`src/rtl/instr_loader_n.sv`:
```
// instr_loader_n: debounced button-driven loader that writes one switch word
// per press into a DEPTH-word packed instruction image. Provides a write
// pointer, full/overflow status, optional wrap-around and a pointer clear.
module instr_loader_n #(
    parameter int DATA_W       = 8,
    parameter int DEPTH        = 8,
    parameter int DEBOUNCE_CYC = 4,
    parameter int WRAP         = 0
) (
    input  logic                       clk,
    input  logic                       rst,
    input  logic [DATA_W-1:0]          input_val,
    input  logic                       but_inp,
    input  logic                       clear,
    output logic [DATA_W*DEPTH-1:0]    instrMem,
    output logic [$clog2(DEPTH)-1:0]   wr_ptr,
    output logic                       full,
    output logic                       overflow,
    output logic                       load_strobe
);

    localparam int PTR_W = $clog2(DEPTH);
    localparam int CNT_W = (DEBOUNCE_CYC > 1) ? $clog2(DEBOUNCE_CYC) : 1;
    localparam logic [CNT_W-1:0] CNT_LAST = CNT_W'(DEBOUNCE_CYC - 1);
    localparam logic [PTR_W-1:0] PTR_LAST = PTR_W'(DEPTH - 1);

    logic              r_s1;
    logic              r_s2;
    logic              r_level;
    logic [CNT_W-1:0]  r_cnt;
    logic [PTR_W-1:0]  r_ptr;
    logic              r_full;
    logic              r_ovf;
    logic              r_strobe;
    logic [DATA_W-1:0] r_mem [DEPTH];

    logic w_at_last;
    logic w_press;
    logic w_accept;
    logic w_write;

    // The debouncer has seen a change for the required number of cycles.
    assign w_at_last = (r_cnt == CNT_LAST);
    // A press is the edge on which the debounced level rises.
    assign w_press   = r_s2 & ~r_level & w_at_last;
    // With WRAP set a full image keeps accepting writes from slot 0.
    assign w_accept  = w_press & (~r_full | (WRAP != 0));
    // clear outranks a capture landing on the same edge.
    assign w_write   = w_accept & ~clear;

    // Two-flop synchroniser for the asynchronous button.
    // NOTE: sequential state uses non-blocking assignments so every flop
    // samples the pre-edge value of its neighbours, giving a true shift chain.
    always_ff @(posedge clk) begin
        if (rst) begin
            r_s1 <= 1'b0;
            r_s2 <= 1'b0;
        end else begin
            r_s1 <= but_inp;
            r_s2 <= r_s1;
        end
    end

    // Debouncer: accept a level change only after DEBOUNCE_CYC stable cycles.
    always_ff @(posedge clk) begin
        if (rst) begin
            r_level <= 1'b0;
            r_cnt   <= '0;
        end else if (r_s2 == r_level) begin
            r_cnt <= '0;
        end else if (!w_at_last) begin
            r_cnt <= r_cnt + 1'b1;
        end else begin
            r_level <= r_s2;
            r_cnt   <= '0;
        end
    end

    // Pointer, status flags and the one-cycle capture strobe.
    always_ff @(posedge clk) begin
        if (rst) begin
            r_ptr    <= '0;
            r_full   <= 1'b0;
            r_ovf    <= 1'b0;
            r_strobe <= 1'b0;
        end else begin
            r_strobe <= 1'b0;
            if (clear) begin
                r_ptr  <= '0;
                r_full <= 1'b0;
                r_ovf  <= 1'b0;
            end else if (w_accept) begin
                r_ptr    <= (r_ptr == PTR_LAST) ? '0 : r_ptr + 1'b1;
                r_strobe <= 1'b1;
                if (r_ptr == PTR_LAST) begin
                    r_full <= 1'b1;
                end
            end else if (w_press) begin
                r_ovf <= 1'b1;
            end
        end
    end

    // Image storage: one slot written per accepted press, others hold.
    // NOTE: the image is small and must read as zero after reset, so it is
    // built from resettable flops rather than a RAM macro without reset.
    always_ff @(posedge clk) begin
        if (rst) begin
            for (int i = 0; i < DEPTH; i++) begin
                r_mem[i] <= '0;
            end
        end else if (w_write) begin
            r_mem[r_ptr] <= input_val;
        end
    end

    // Pack slot i into bits [i*DATA_W +: DATA_W] of the output image.
    for (genvar g = 0; g < DEPTH; g++) begin : g_pack
        assign instrMem[g*DATA_W +: DATA_W] = r_mem[g];
    end

    assign wr_ptr      = r_ptr;
    assign full        = r_full;
    assign overflow    = r_ovf;
    assign load_strobe = r_strobe;

endmodule

```
`config.mk`:
```
export PLATFORM = sky130hd
export DESIGN_NAME = instr_loader_n
export DESIGN_NICKNAME = d
export VERILOG_FILES = /design/src/rtl/instr_loader_n.sv
export SDC_FILE = /design/constraint.sdc
export NUM_CORES = 1
export LEC_CHECK = 0
export CAP_MARGIN = 20
export CORE_MARGIN = 4
export CORE_UTILIZATION = 50
export DETAILED_ROUTE_END_ITERATION = 12
export GPL_TIMING_DRIVEN = 0
export PLACE_DENSITY = 0.83
export SETUP_SLACK_MARGIN = 0.1
export SLEW_MARGIN = 20
export SYNTH_ARGS = -nofsm -noshare
export SYNTH_HDL_FRONTEND = slang
export SYNTH_SLANG_ARGS = --single-unit
```
`constraint.sdc`:
```
create_clock -name clk -period 5.45 [get_ports clk]
set_clock_uncertainty 0.15 [all_clocks]
set_input_delay 1.09 -clock clk [delete_from_list [all_inputs] [get_ports clk]]
set_output_delay 1.09 -clock clk [all_outputs]
set_load 0.03 [all_outputs]
```
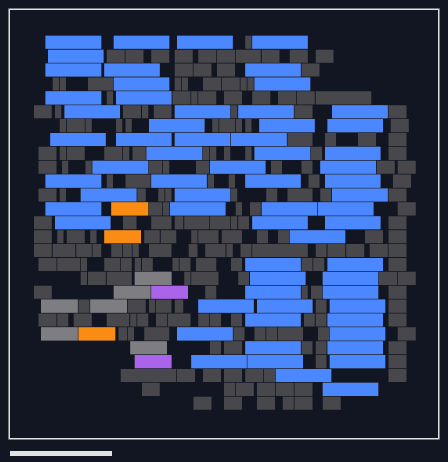
(images/registers.png)
Bar = 20 um. Other sequential cells in the stronger grey, the rest of the logic in the fainter grey.
purple -> `r_cnt`  # sequential cells 2
orange -> `wr_ptr`  # sequential cells 3
blue -> `r_mem`  # sequential cells 64, where spread over the die
Seq. pwr: 0.000642 W
flop share of the area: 53.32%
post-layout util: 72.52%

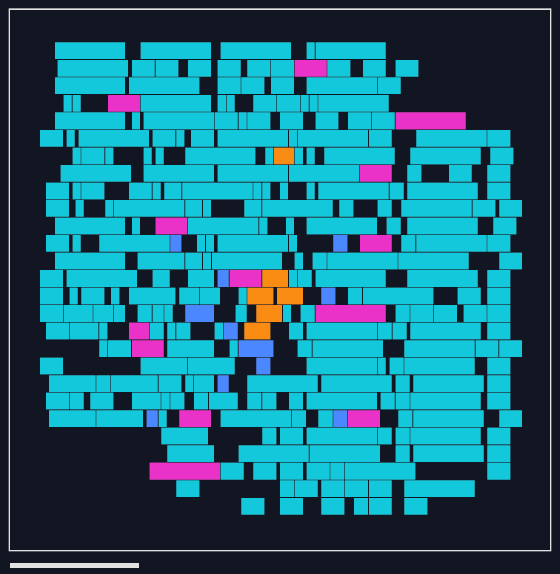
(images/drive_strength.png)
Bar = 20 um.
cyan -> drive 1 or less  # cells 266, share 90%, most used clkdlybuf4s50_1
orange -> drive 3 to 4  # cells 6, share 2.0%, most used nor2_4
blue -> drive 2  # cells 11, share 3.7%, most used or2_2
magenta -> drive 6 and up  # cells 13, share 4.4%, most used clkbuf_8
cell area after layout: 4018 sq um
area growth from synthesis to final layout: 39.67%
Final WS setup: 2.658 ns
Signal buffers: 86

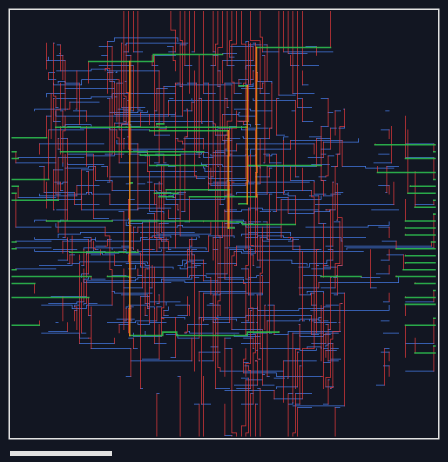
(images/metal_stack.png)
Bar = 20 um.
green -> met3  # wire length 487 um
orange -> met4  # wire length 125 um
red -> met2  # wire length 2990 um
blue -> met1  # wire length 2320 um
vias after detailed routing: 1841
Wirelength per Cell: 16.10 um
drt total wl: 5.925 mm

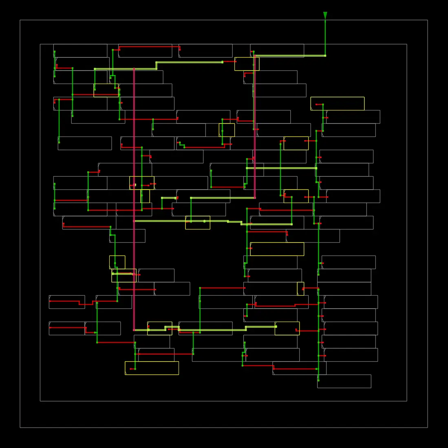
(images/final_clocks.png)
count of clock buffers in the final design: 10
Clk. pwr: 0.000504 W
number of buffers created by CTS: 9

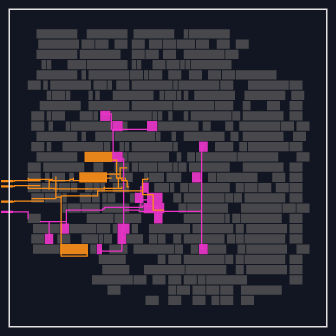
(images/port_nets.png)
orange -> `wr_ptr`  # bits 3, direction output, edge left, end cells 3, buffers 3, wire 179 um
magenta -> `rst`  # bits 1, direction input, edge left, end cells 17, buffers 2, wire 172 um
tally of buffers added on design ports: 81
number of top-level pins: 82

==> results.txt <==
impl run done, here's what came out: logic share of the area=roughly 18%, 1st-iter DRT viols=103, clk tree area frac=between 5 and 6%, dominant logic cell type in the layout=clkdlybuf4s50_1, Post-DRT Antenna Nets=0, met1 wire length=about 2.3 mm, Cell Type Count=27, routing usage on met2=30.30%, Overall Power=~0.0012 W, Critical Path, Cell by Cell=clkdlybuf4s50_1, CTS Root Cell=clkbuf_8, #FFs+latches synth=between 70 and 80, sequential cell area=between 2000 and 2500 sq um, Die X=83.85 um, flop count=75, Worst slew margin=between 50 and 60%, slowest CP cell=clkdlybuf4s50_1, Bufs and invs on worst path=1, outcome=complete, no violations, most used routing layer in global routing=met2, M3 GR Usage=6.614%, Yosys Instances=just under 200, Max power group=sequential cells
Power and IR drop assume default switching activity.
